Run 1, signal wires on met2:
Scale bar: 20 microns.
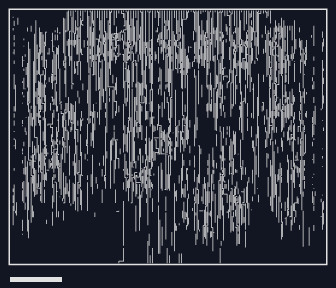
Run 1, cell placement:
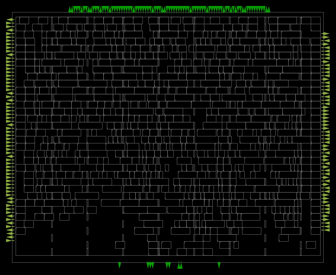
Run 1, clock distribution:
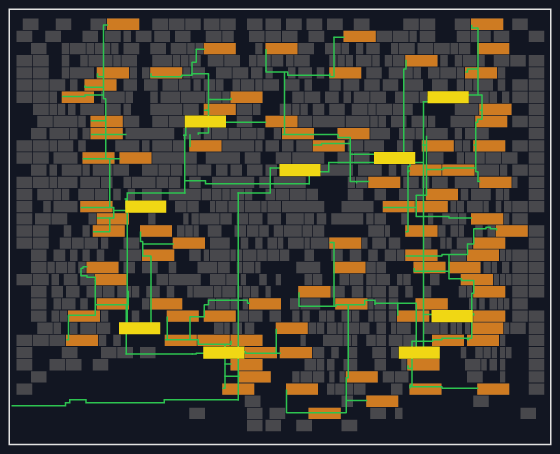
File: src/rtl/sdram_arb_pkg.sv
// sdram_arb_pkg
// Shared definitions for the SDRAM request arbiter: default bus widths,
// the command FSM state encoding and a grant-index width helper.
package sdram_arb_pkg;

    localparam int ADDR_W_DEF = 25;
    localparam int DATA_W_DEF = 16;

    typedef enum logic [2:0] {
        IDLE,
        ISSUE,
        ACK,
        WAIT_DATA,
        DONE
    } arb_state_e;

    // Width of a requester index; never narrower than one bit.
    function automatic int idx_w(input int n);
        return (n > 1) ? $clog2(n) : 1;
    endfunction

endpackage

File: src/rtl/sdram_req_arbiter_if.sv
// sdram_req_arbiter_if
// Bundles the requester-side handshake and the SDRAM-controller command
// bus of the arbiter.
//   master : arbiter view (takes requests, drives controller strobes)
//   slave  : environment view (requesters + SDRAM controller)
// Requester side : req_valid/req_we/req_addr/req_wdata in,
//                  req_ready/rsp_valid/rsp_data/err out
// Controller side: read/write/addr/wdata out, busy/read_ready/rdata in
interface sdram_req_arbiter_if
    import sdram_arb_pkg::*;
#(
    parameter int NREQ   = 3,
    parameter int ADDR_W = ADDR_W_DEF,
    parameter int DATA_W = DATA_W_DEF
);
    logic [NREQ-1:0]             req_valid;
    logic [NREQ-1:0]             req_we;
    logic [NREQ-1:0][ADDR_W-1:0] req_addr;
    logic [NREQ-1:0][DATA_W-1:0] req_wdata;
    logic [NREQ-1:0]             req_ready;
    logic [NREQ-1:0]             rsp_valid;
    logic [DATA_W-1:0]           rsp_data;
    logic                        err;

    logic                        read;
    logic                        write;
    logic [ADDR_W-1:0]           addr;
    logic [DATA_W-1:0]           wdata;
    logic                        busy;
    logic                        read_ready;
    logic [DATA_W-1:0]           rdata;

    modport master (
        input  req_valid, req_we, req_addr, req_wdata,
        output req_ready, rsp_valid, rsp_data, err,
        output read, write, addr, wdata,
        input  busy, read_ready, rdata
    );

    modport slave (
        output req_valid, req_we, req_addr, req_wdata,
        input  req_ready, rsp_valid, rsp_data, err,
        input  read, write, addr, wdata,
        output busy, read_ready, rdata
    );

endinterface

File: src/rtl/rr_arbiter.sv
// rr_arbiter
// Combinational round-robin pick: the first active request found when
// scanning upward (with wrap) from last_grant+1.
//   req        in  NREQ   active requests
//   last_grant in  IDX_W  index granted most recently
//   grant      out NREQ   one-hot winner (all zero if no request)
//   idx        out IDX_W  winner index (0 if no request)
module rr_arbiter #(
    parameter int NREQ  = 3,
    parameter int IDX_W = 2
) (
    input  logic [NREQ-1:0]  req,
    input  logic [IDX_W-1:0] last_grant,
    output logic [NREQ-1:0]  grant,
    output logic [IDX_W-1:0] idx
);

    int c;

    // Scan from lowest to highest priority so the last hit, i.e. the
    // requester closest after last_grant, is the one that sticks.
    always_comb begin
        grant = '0;
        idx   = '0;
        c     = 0;
        for (int k = NREQ; k >= 1; k--) begin
            c = int'(last_grant) + k;
            if (c >= NREQ) c = c - NREQ;
            if (req[IDX_W'(c)]) begin
                grant              = '0;
                grant[IDX_W'(c)]   = 1'b1;
                idx                = IDX_W'(c);
            end
        end
    end

endmodule

File: src/rtl/sdram_req_arbiter.sv
// sdram_req_arbiter
// Shares one SDRAM controller among NREQ requesters. One command is in
// flight at a time: grant (req_ready pulse), issue a read/write strobe once
// the controller is idle, hold it until busy rises, collect read data,
// then report completion (rsp_valid pulse) once busy falls. A strobe that
// never sees busy rise within TIMEOUT cycles is abandoned with an err pulse.
//   clk100 in  system clock
//   rst    in  synchronous active-high reset
//   bus    master modport of sdram_req_arbiter_if (requester + controller)
module sdram_req_arbiter
    import sdram_arb_pkg::*;
#(
    parameter int ADDR_W  = ADDR_W_DEF,
    parameter int DATA_W  = DATA_W_DEF,
    parameter int NREQ    = 3,
    parameter int TIMEOUT = 1023
) (
    input  logic                 clk100,
    input  logic                 rst,
    sdram_req_arbiter_if.master  bus
);

    localparam int IDX_W = idx_w(NREQ);
    localparam int CNT_W = $clog2(TIMEOUT + 1);

    arb_state_e        state, state_nxt;
    logic              busy_last;
    logic              busy_rise;
    logic              we_q;
    logic [NREQ-1:0]   gnt_q;
    logic [IDX_W-1:0]  last_grant;
    logic [CNT_W-1:0]  cnt;
    logic              timed_out;
    logic              any_req;
    logic [NREQ-1:0]   grant_oh;
    logic [IDX_W-1:0]  grant_idx;

    logic [NREQ-1:0]   req_ready_d;
    logic [NREQ-1:0]   rsp_valid_d;
    logic              err_d;
    logic              strobe_d;

    assign busy_rise = bus.busy & ~busy_last;
    assign timed_out = (cnt == CNT_W'(TIMEOUT));
    assign any_req   = |bus.req_valid;

    rr_arbiter #(.NREQ(NREQ), .IDX_W(IDX_W)) u_rr (
        .req        (bus.req_valid),
        .last_grant (last_grant),
        .grant      (grant_oh),
        .idx        (grant_idx)
    );

    // State register
    always_ff @(posedge clk100) begin
        if (rst) state <= IDLE;
        else     state <= state_nxt;
    end

    // Next-state logic
    always_comb begin
        state_nxt = state;
        case (state)
            IDLE:      if (any_req)        state_nxt = ISSUE;
            ISSUE:     if (!bus.busy)      state_nxt = ACK;
            ACK: begin
                if (busy_rise)             state_nxt = we_q ? DONE : WAIT_DATA;
                else if (timed_out)        state_nxt = IDLE;
            end
            WAIT_DATA: if (bus.read_ready) state_nxt = DONE;
            DONE:      if (!bus.busy)      state_nxt = IDLE;
            default:                       state_nxt = IDLE;
        endcase
    end

    // Output decode: next values of the registered pulses and strobe.
    // The strobe is asserted from the ISSUE->ACK edge and kept for every
    // ACK cycle that is not about to leave ACK.
    always_comb begin
        req_ready_d = '0;
        rsp_valid_d = '0;
        err_d       = 1'b0;
        strobe_d    = 1'b0;
        case (state)
            IDLE:    if (any_req) req_ready_d = grant_oh;
            ISSUE:   strobe_d = ~bus.busy;
            ACK: begin
                strobe_d = ~busy_rise & ~timed_out;
                err_d    = ~busy_rise &  timed_out;
            end
            DONE:    if (!bus.busy) rsp_valid_d = gnt_q;
            default: ;
        endcase
    end

    // Registered outputs and datapath
    always_ff @(posedge clk100) begin
        if (rst) begin
            busy_last     <= 1'b0;
            bus.req_ready <= '0;
            bus.rsp_valid <= '0;
            bus.err       <= 1'b0;
            bus.read      <= 1'b0;
            bus.write     <= 1'b0;
            bus.addr      <= '0;
            bus.wdata     <= '0;
            bus.rsp_data  <= '0;
            we_q          <= 1'b0;
            gnt_q         <= '0;
            last_grant    <= IDX_W'(NREQ - 1);
            cnt           <= '0;
        end else begin
            busy_last     <= bus.busy;
            bus.req_ready <= req_ready_d;
            bus.rsp_valid <= rsp_valid_d;
            bus.err       <= err_d;
            bus.read      <= strobe_d & ~we_q;
            bus.write     <= strobe_d &  we_q;

            if (state == IDLE && any_req) begin
                last_grant <= grant_idx;
                gnt_q      <= grant_oh;
                we_q       <= bus.req_we[grant_idx];
                bus.addr   <= bus.req_addr[grant_idx];
                bus.wdata  <= bus.req_wdata[grant_idx];
            end

            // Counter restarts at issue and saturates at TIMEOUT in ACK.
            if (state == ISSUE)
                cnt <= '0;
            else if (state == ACK && !timed_out)
                cnt <= cnt + 1'b1;

            if (state == WAIT_DATA && bus.read_ready)
                bus.rsp_data <= bus.rdata;
        end
    end

endmodule

File: src/flat_wrapper.sv
// flat-port wrapper written by rule: the top's interface ports become plain ports
module sdram_req_arbiter_flat import sdram_arb_pkg::*;
#(
    parameter int ADDR_W  = ADDR_W_DEF,
    parameter int DATA_W  = DATA_W_DEF,
    parameter int NREQ    = 3,
    parameter int TIMEOUT = 1023
)
  (clk100, rst, bus_req_valid, bus_req_we, bus_req_addr, bus_req_wdata, bus_req_ready, bus_rsp_valid, bus_rsp_data, bus_err, bus_read, bus_write, bus_addr, bus_wdata, bus_busy, bus_read_ready, bus_rdata);
  sdram_req_arbiter_if #(.NREQ(NREQ), .ADDR_W(ADDR_W), .DATA_W(DATA_W)) bus_i ();
  input  logic clk100;
  input  logic rst;
  input wire logic [$bits(bus_i.req_valid)-1:0] bus_req_valid;
  input wire logic [$bits(bus_i.req_we)-1:0] bus_req_we;
  input wire logic [$bits(bus_i.req_addr)-1:0] bus_req_addr;
  input wire logic [$bits(bus_i.req_wdata)-1:0] bus_req_wdata;
  output wire logic [$bits(bus_i.req_ready)-1:0] bus_req_ready;
  output wire logic [$bits(bus_i.rsp_valid)-1:0] bus_rsp_valid;
  output wire logic [$bits(bus_i.rsp_data)-1:0] bus_rsp_data;
  output wire logic [$bits(bus_i.err)-1:0] bus_err;
  output wire logic [$bits(bus_i.read)-1:0] bus_read;
  output wire logic [$bits(bus_i.write)-1:0] bus_write;
  output wire logic [$bits(bus_i.addr)-1:0] bus_addr;
  output wire logic [$bits(bus_i.wdata)-1:0] bus_wdata;
  input wire logic [$bits(bus_i.busy)-1:0] bus_busy;
  input wire logic [$bits(bus_i.read_ready)-1:0] bus_read_ready;
  input wire logic [$bits(bus_i.rdata)-1:0] bus_rdata;
  assign bus_i.req_valid = bus_req_valid;
  assign bus_i.req_we = bus_req_we;
  assign bus_i.req_addr = bus_req_addr;
  assign bus_i.req_wdata = bus_req_wdata;
  assign bus_req_ready = bus_i.req_ready;
  assign bus_rsp_valid = bus_i.rsp_valid;
  assign bus_rsp_data = bus_i.rsp_data;
  assign bus_err = bus_i.err;
  assign bus_read = bus_i.read;
  assign bus_write = bus_i.write;
  assign bus_addr = bus_i.addr;
  assign bus_wdata = bus_i.wdata;
  assign bus_i.busy = bus_busy;
  assign bus_i.read_ready = bus_read_ready;
  assign bus_i.rdata = bus_rdata;
  sdram_req_arbiter #(.ADDR_W(ADDR_W), .DATA_W(DATA_W), .NREQ(NREQ), .TIMEOUT(TIMEOUT)) u_core (.clk100(clk100), .rst(rst), .bus(bus_i));
endmodule
File: config.mk
export PLATFORM = sky130hd
export DESIGN_NAME = sdram_req_arbiter_flat
export DESIGN_NICKNAME = d
export VERILOG_FILES = /design/src/rtl/sdram_arb_pkg.sv /design/src/rtl/sdram_req_arbiter_if.sv /design/src/rtl/rr_arbiter.sv /design/src/rtl/sdram_req_arbiter.sv /design/src/flat_wrapper.sv
export SDC_FILE = /design/constraint.sdc
export NUM_CORES = 1
export LEC_CHECK = 0
export CORE_ASPECT_RATIO = 0.8
export CORE_UTILIZATION = 43
export DETAILED_ROUTE_END_ITERATION = 10
export PLACE_DENSITY = 0.82
export SLEW_MARGIN = 20
export SYNTH_ARGS = -nofsm -noshare
export SYNTH_HDL_FRONTEND = slang
export SYNTH_SLANG_ARGS = --single-unit
File: constraint.sdc
create_clock -name clk100 -period 2.7 [get_ports clk100]
set_clock_uncertainty 0.05 [all_clocks]
set_input_delay 0.81 -clock clk100 [delete_from_list [all_inputs] [get_ports clk100]]
set_output_delay 0.81 -clock clk100 [all_outputs]
set_load 0.01 [all_outputs]
==> summary.txt, run 1 <==
The following summarizes the physical implementation.

GRT
The remaining global-route overflow is 0. The first global-routing pass estimated 25700 microns of wire. The initial antenna violation count is 0.

Flow run
The OpenROAD warning count is 30.

Routing
Dividing the detail-routed via count by the number of cells gives 6.00. The first TritonRoute pass finished after 5 iterations. The number of nets with antenna violations after detailed routing is 0.

Clock tree
For this design, the sink count on the clock tree is around 86. The buffer levels on the longest clock path is 2. The number of post-CTS setup repair buffers is 0. CTS placed an instance of sky130_fd_sc_hd__clkbuf_16 at the clock tree root.

Pwr
The switching power is 2.43 mW. The areal power density over the cells is 819 nW/um^2. Switching power as a fraction of the total was reported as 0.390. The internal power of the cells totals 3.79 mW.

Yosys
The most frequently used flop master after synthesis is sky130_fd_sc_hd__dfxtp_1. The share of Yosys cell area claimed by the top area cell type is 0.355. Synthesis produced a netlist whose cell count is 567.

The most area-hungry cell type in the Yosys netlist is sky130_fd_sc_hd__dfxtp_1. Of the total synthesized cell area, the portion taken by XOR and XNOR cells is 0.00180. The async set-reset flop share out of synthesis is 0. The simple-gate area share of the yosys netlist is 0.175. Per the synthesis report, the adder-cell share of the synthesized area is 0.0155.

After synthesis the cells add up to 4850 sq um.

Worst setup path
In this run the critical path is formed by clkdlybuf4s50_1 > a211oi_1 > o211ai_4 > and3_2 > buf_12 > a311oi_1. The capture point of the worst register-to-register path is recorded as u_core.bus.addr[10]$_SDFFE_PP0P_. The longest individual stage delay on the worst path is 0.53 ns.

Looking at the reg2reg group, the worst path starts from u_core.last_grant[1]$_SDFFE_PP1P_. STA classifies the critical path endpoint as a flip-flop. The kind of cell adding the most delay to the critical path is AND-OR/OR-AND gates. The depth of the worst register-to-register path is 7. The most critical setup path has its startpoint at bus_req_valid[1].

STA
Per the timing report, the achievable frequency comes out to around 0.41 GHz. The count of final setup violators is 0. The share of the cycle needed by the critical path after routing is 0.912. In this run the tightest slew margin relative to its limit is 0.622. The final critical-path required period is ~2.5 ns.

Floorplanning
The number of placement rows is 34.

Placement
The total of buffers placed on input and output ports is about 210. The post-placement cell area is between 7000 and 8000 sq um.

Run status
The run finished with clean final reports.

Worst hold path
The launch point of the worst min-delay path is recorded as u_core.bus.rsp_data[15]$_SDFFE_PP0P_. The worst-case hold path end point is u_core.bus.rsp_data[15]$_SDFFE_PP0P_.
## Picture notes: 'signal wires on met2'
share of all routed wire: 47%
main direction: vertical
nets with wire on the layer: 804

## Picture notes: 'cell placement'
FF+latch count: 86
area inside the core boundary: 10900 sq um
filler cell count: 805
post-route insts no fill: 914
Well-Tap Cells: 144

## Picture notes: 'clock distribution'
[orange] flip-flops | count: 86
[green] clock wires | length: 1100 microns
[yellow] clock-net drivers | count: 9
flops lie: all over the die
routed clock nets: 10

[run 1: per-layer routing]
layer  track usage  vias to the layer above
li1              -                     2565
met1         0.346                     2577
met2         0.445                      300
met3        0.0654                       43
met4         0.140                        0
met5             0                        -
[run 1: final cells by class]
class / count / area, sq um
repair buffers: 248 / 2530
inverters: 11 / 41.3
multi-input cells: 409 / 2810
clock inverters: 6 / 70.1
flip-flops and latches: 86 / 1720
clock buffers: 10 / 239
fillers: 805 / 3340
well taps: 144 / 180
[run 1: through the flow]
step           total power [mW]  cells   util  TNS [ns]
2_1_floorplan              3.53    567      -         0
6_report                   6.22    914  0.695         0
3_5_place_dp               4.93    898  0.667     -1.07
3_3_place_gp               4.83    898  0.667         0
4_1_cts                    6.21    914  0.695         0
5_1_grt                    6.55    914  0.695         0
--- run 2 (diff from run 1) ---
--- a/config.mk
+++ b/config.mk
@@ -9,6 +9,7 @@
 export CORE_UTILIZATION = 43
 export DETAILED_ROUTE_END_ITERATION = 10
 export PLACE_DENSITY = 0.82
+export SKIP_LAST_GASP = 1
 export SLEW_MARGIN = 20
 export SYNTH_ARGS = -nofsm -noshare
 export SYNTH_HDL_FRONTEND = slang
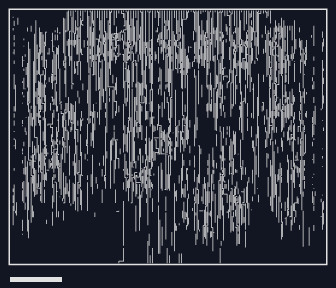
Run 2: signal wires on met2
Scale bar: 20 microns.
share of all routed wire: 47%
main direction: vertical

==> run 2 against run 1 <==
Synthesized area is the same. Sequential power is essentially flat. Non-clock buffer count is the same. Register-to-register slack is essentially flat. Cell count is the same. Critical path depth is the same. Worst setup slack is the same. Sequential share of layout area is the same. Die area is the same. Utilization is the same. Global-route usage is the same. Hold slack is the same. Largest cell class unchanged.
==> summary.txt, run 2 <==
The following summarizes the physical implementation.

Final layout
The count of placed standard cells in the final layout, fillers left out is 914 (unchanged). The area taken by flip-flops and latches is 1720 sq um (unchanged). The final antenna diode count is 0.

The area used by multi-input combinational logic is 2810 sq um (unchanged). The flow measured a signed area growth from synthesis to layout of 56.5%. The number of filler instances in the final layout is 805 (unchanged).

The dominant logic cell type in the layout is sky130_fd_sc_hd__clkdlybuf4s50_1. The post-layout utilization of the core is 0.695 (unchanged).

Floorplanning
The placeable core region was 10900 sq um (unchanged). The horizontal die dimension is between 100 and 150 microns. At the floorplan stage, the core utilization is reported as 0.444. The number of placement rows is 34 (unchanged). The chip occupies 11700 sq um. According to the I/O placement log, the pin count is approximately 220.

GRT
Across every metal layer, demand over resource in global routing totals 0.277. The global router reports that the layer with the highest usage is met2. The global routing usage on met1 came to 0.346 (unchanged). The remaining global-route overflow came to 0 (unchanged).

The wire length of the first global-routing pass is 25700 microns (unchanged). The global routing usage on met3 is 0.0654 (unchanged). The met2 routing resource usage after global routing is 0.445 (unchanged).

The initial antenna violation count is 0 (unchanged).

Yosys
Post-synth the commonest register cell is sky130_fd_sc_hd__dfxtp_1. The warning tally printed by Yosys for this design is 0. The cell-mix breakdown from Yosys lists the compound-gate area share as 0.368. For reference, the mux area share after synthesis is 0.0106. The instance tally after logic synthesis is 567 (unchanged). The async set-reset flop share out of synthesis is 0 (unchanged). The simple-gate area share of the yosys netlist is 0.175 (unchanged). The synthesized area was 4850 sq um (unchanged). Per the Yosys statistics, synthesis produced 567 cells. Of the combinational cells, the family taking the most area is AND-OR/OR-AND gates. The xor and xnor fraction of the mapped netlist area is 0.00180 (unchanged).

The post-synthesis register bit count is 86. The share of Yosys cell area claimed by the top area cell type is 0.355 (unchanged). The most area-hungry cell type in the Yosys netlist is sky130_fd_sc_hd__dfxtp_1.

The fraction of the mapped netlist area in adder cells is 0.0155 (unchanged).

STA
Setup repair after global routing left no endpoint under its margin. The setup TNS after final layout is 0 ns (unchanged). The worst-case hold slack is 0.407 ns. The slew of the pin with the lowest slew margin is about 0.56 ns. The maximum frequency from static timing analysis came to 0.406 GHz (unchanged).

The count of final setup violators is 0 (unchanged). The final critical-path required period was 2.46 ns (unchanged). The share of the cycle needed by the critical path after routing came to 0.912 (unchanged). The worst slew margin relative to its limit is 0.622 (unchanged).

Clock tree
In this run, post-CTS hold repair placed 0 buffers. TritonCTS built the clock tree. The number of post-CTS setup repair buffers was 0 (unchanged). The total number of clock tree sinks came to 86 (unchanged). The insertion delay of the later-clocked pin in the worst-skew pair is roughly 0.34 ns. The buffer levels on the longest clock path is 2 (unchanged).

The clock root buffer is sky130_fd_sc_hd__clkbuf_16. After clock tree synthesis, the clock-pin slew on the worst setup and hold paths is 0.07 ns. Counting the buffers created by CTS gives 9.

Routing
The final routed wire length divided by cell count is between 15 and 20 microns. The wire length on met2 is 7740 microns. The number of nets with antenna violations after detailed routing is 0 (unchanged). Routed signal wires occupy layers up through met4. The final layout contains routed wiring with a total length of between 15000 and 20000 microns. The total iterations of the first detailed-routing run is 5 (unchanged). The via density per instance is 6.00 (unchanged).

Flow run
Per the run summary, max-cap violations total 0. The OpenROAD warning count is 30 (unchanged).

Placement
The number of cells after detailed placement is 898 (unchanged). The area of placed instances came to 7290 sq um (unchanged). STA on the placed design reports a worst setup slack of -0.101 ns. The total of buffers placed on input and output ports came to 214 (unchanged).

Worst setup path
The cell sequence reported for the critical path is clkdlybuf4s50_1 > a211oi_1 > o211ai_4 > and3_2 > buf_12 > a311oi_1. The reg-to-reg critical path endpoint is u_core.bus.addr[10]$_SDFFE_PP0P_. Among all stages on the critical path, the largest delay is contributed by sky130_fd_sc_hd__clkdlybuf4s50_1.

The worst endpoint data arrival time is ~2.7 ns. The depth of the worst register-to-register path is 7 (unchanged). The STA report counts the stages on the worst setup path as 6. The source of the worst register-to-register timing path is u_core.last_grant[1]$_SDFFE_PP1P_. The endpoint kind of the worst setup timing path is a flip-flop. Per STA, the startpoint of the critical path is bus_req_valid[1].

The longest individual stage delay on the worst path is 0.53 ns (about the same). The kind of cell adding the most delay to the critical path is AND-OR/OR-AND gates.

Run status
The flow ran to the end, and the final reports show no timing, DRC or antenna violations.

Worst hold path
The worst-case hold path end point is u_core.bus.rsp_data[15]$_SDFFE_PP0P_. STA reports the tightest min-delay check as being of type reg2reg. The beginning of the worst hold path is u_core.bus.rsp_data[15]$_SDFFE_PP0P_.

Pwr
The total power after layout came to 6.22 mW (unchanged). The static leakage is 2.52 nW. The areal power density over the cells was 819 nW/um^2 (unchanged).
==> run 2: cell counts in the layout (fill, tap and decap cells not counted) <==
No cell type changed its count.
==> run 2: cell families after synthesis <==
group,Yosys count
buffers and inverters,72
XOR/XNOR,1
adder cells (fa/ha/maj),6
AND/OR/NAND/NOR,161
flip-flops,86
AND-OR/OR-AND,236
multiplexers,5
==> run 2: area by class of cell <==
class / count / area share
well taps: 144 / 0.0237
clock buffers: 10 / 0.0315
inverters: 11 / 0.00544
multi-input cells: 409 / 0.370
clock inverters: 6 / 0.00922
flip-flops and latches: 86 / 0.227
repair buffers: 248 / 0.334
==> run 2: where the power goes <==
group	total [mW]	internal, mW	switching, mW
Sequential	1.80	1.59	0.219
Clock	1.27	0.748	0.526
Combinational	3.14	1.46	1.68
Total	6.22	3.79	2.43
--- run 3 (diff from run 2) ---
--- a/config.mk
+++ b/config.mk
@@ -8,6 +8,7 @@
 export CORE_ASPECT_RATIO = 0.8
 export CORE_UTILIZATION = 43
 export DETAILED_ROUTE_END_ITERATION = 10
+export HOLD_SLACK_MARGIN = 0.1
 export PLACE_DENSITY = 0.82
 export SKIP_LAST_GASP = 1
 export SLEW_MARGIN = 20
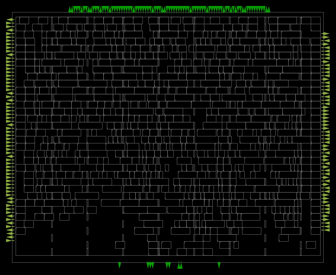
Run 3: cell placement
core occupancy in the finished layout: 0.695
share of the final layout cell area in sequential cells: 0.227
# rows: 34

==> run 3 against run 2 <==
Sequential power hardly changed. Sequential cell count unchanged. Global-route usage unchanged. Synthesized area unchanged. Utilization is the same. Non-clock buffer count did not move.
==> summary.txt, run 3 <==
The following summarizes the physical implementation.

Placement
The area of placed instances is 7290 sq um (unchanged). The post-placement setup slack came to -0.101 ns (unchanged). The total of buffers placed on input and output ports was 214 (unchanged). The number of cells after detailed placement is 898 (unchanged).

Pwr
The portion of total power attributed to the clock network is 0.205 (about the same). The total power after layout is 6.22 mW (unchanged). The switching part of the total power is 0.390 (unchanged). The internal power component came to 3.79 mW (unchanged).

The sequential fraction of design power is 0.290 (about the same). The areal power density over the cells is 819 nW/um^2 (unchanged). In the power breakdown, the biggest contributor is combinational logic.

The power drawn by the clock network came to 1.27 mW (about the same). The sequential cell power is 1.80 mW (about the same). The reported combinational group power came to 3.14 mW (about the same). The switching power is 2.43 mW (unchanged).

Final layout
The number of filler instances in the final layout came to 805 (unchanged). The final antenna diode count is 0 (unchanged). The area used by multi-input combinational logic was 2810 sq um (unchanged).

The area taken by flip-flops and latches is 1720 sq um (unchanged). Among logic cells in the layout, the one with the most instances is sky130_fd_sc_hd__clkdlybuf4s50_1. The layout-stage area growth over the synthesis result was 56.5% (unchanged).

The count of placed standard cells in the final layout, fillers left out is 914 (unchanged).

Worst setup path
The launching element of the worst setup path is bus_req_valid[1]. The depth of the worst register-to-register path is 7 (unchanged). The timing report shows that the slowest cell on the worst path is sky130_fd_sc_hd__clkdlybuf4s50_1. Per the timing report, the most critical flop-to-flop path finishes at u_core.bus.addr[10]$_SDFFE_PP0P_. The report lists the cells along the critical path as clkdlybuf4s50_1 > a211oi_1 > o211ai_4 > and3_2 > buf_12 > a311oi_1.

Looking at the reg2reg group, the worst path starts from u_core.last_grant[1]$_SDFFE_PP1P_. The worst setup path is captured at a flip-flop. The worst endpoint data arrival time is 2.66 ns (about the same).

GRT
The global routing usage on met1 is 0.346 (unchanged). The remaining global-route overflow is 0 (unchanged). The global routing usage on met3 is 0.0654 (unchanged).

The global routing usage summed across all routing layers is 0.277 (unchanged). The met2 routing resource usage after global routing is 0.445 (unchanged). The wire length of the first global-routing pass came to 25700 microns (unchanged). The layer with the highest usage after global routing is met2.

Flow run
The OpenROAD warning count came to 30 (unchanged). The reported max-cap violation count is 0 (unchanged).

Yosys
Among all flip-flop cells after synthesis, the most frequent one is sky130_fd_sc_hd__dfxtp_1. The area fraction in compound gates after synthesis is 0.368 (unchanged). The async set-reset flop share out of synthesis came to 0 (unchanged).

The total cells reported by yosys after synthesis is 567 (unchanged). The xor and xnor fraction of the mapped netlist area is 0.00180 (unchanged). The simple-gate area share of the yosys netlist was 0.175 (unchanged). Per Yosys stat, the portion of area used by sequential elements is 0.355. The fraction of the mapped netlist area in adder cells is 0.0155 (unchanged). The share of Yosys cell area claimed by the top area cell type is 0.355 (unchanged). The synthesized area is 4850 sq um (unchanged).

The post-synthesis register bit count is 86 (unchanged). The synthesized design contains 0 enable-type register cells. The instance tally after logic synthesis is 567 (unchanged). The number of warning messages in the yosys log came to 0 (unchanged). The most area-hungry cell type in the Yosys netlist is sky130_fd_sc_hd__dfxtp_1.

The proportion of synthesized area in mux cells is 0.0106 (unchanged).

Clock tree
The clock slew seen by the registers of the worst setup and hold paths is 0.07 ns (about the same). The total number of clock tree sinks was 86 (unchanged). The insertion delay of the later-clocked pin in the worst-skew pair is 0.34 ns (about the same). The total clock buffers created by CTS is 9 (unchanged).

The hold-fix buffer count after cts is 0 (unchanged). The buffer levels on the longest clock path is 2 (unchanged). The number of post-CTS setup repair buffers was 0 (unchanged). The clock root buffer is sky130_fd_sc_hd__clkbuf_16.

STA
The share of the cycle needed by the critical path after routing is 0.912 (unchanged). The slew of the pin with the lowest slew margin was 0.565 ns (unchanged). The maximum frequency from static timing analysis came to 0.406 GHz (unchanged). The final critical-path required period is 2.46 ns (unchanged). The setup TNS after final layout is 0 ns (unchanged). Setup repair after global routing left no endpoint under its margin. The count of final setup violators is 0 (unchanged). The worst slew margin relative to its limit was 0.622 (unchanged).

Floorplanning
The number of ports placed on the die boundary is 215 (unchanged). The placeable core region came to 10900 sq um (unchanged). The die footprint is 11700 sq um (unchanged). The horizontal die dimension is 121 microns (unchanged). The initial core utilization is 0.444 (unchanged).

Routing
Wire segments on met3 add up to approximately 1400 microns in the final route. The total iterations of the first detailed-routing run is 5 (unchanged). The wire length on met2 is 7740 microns (unchanged). The top layer reached by signal wires is met4. The via density per instance is 6.00 (unchanged).

The overall routed net length is 16600 microns (unchanged).

Worst hold path
The worst hold-check path type is reg2reg. The beginning of the worst hold path is u_core.bus.rsp_data[15]$_SDFFE_PP0P_. Hold analysis lists the worst path endpoint as u_core.bus.rsp_data[15]$_SDFFE_PP0P_.

Run status
The run finished with clean final reports.
==> run 3: cell counts after synthesis <==
No cell type changed its count.
==> run 3: cell type report <==
cell class              instances  share of cell area
clock buffers                  10              0.0315
inverters                      11             0.00544
flip-flops and latches         86               0.227
clock inverters                 6             0.00922
repair buffers                248               0.334
well taps                     144              0.0237
multi-input cells             409               0.370
==> run 3: logic make-up after synthesis <==
| kind of cell | Yosys count |
|---|---|
| AOI/OAI and AO/OA | 236 |
| buffers and inverters | 72 |
| and+or+nand+nor | 161 |
| DFF | 86 |
| muxes | 5 |
| xor gates and xnor gates | 1 |
| adders and majority gates | 6 |
==> run 3: critical path, delay by kind of cell <==
family | cells | cell delay [ns]
simple gates | 1 | 0.29
compound gates | 3 | 0.84
buf+inv | 2 | 0.71
Power is estimated from default activity; no workload was simulated.
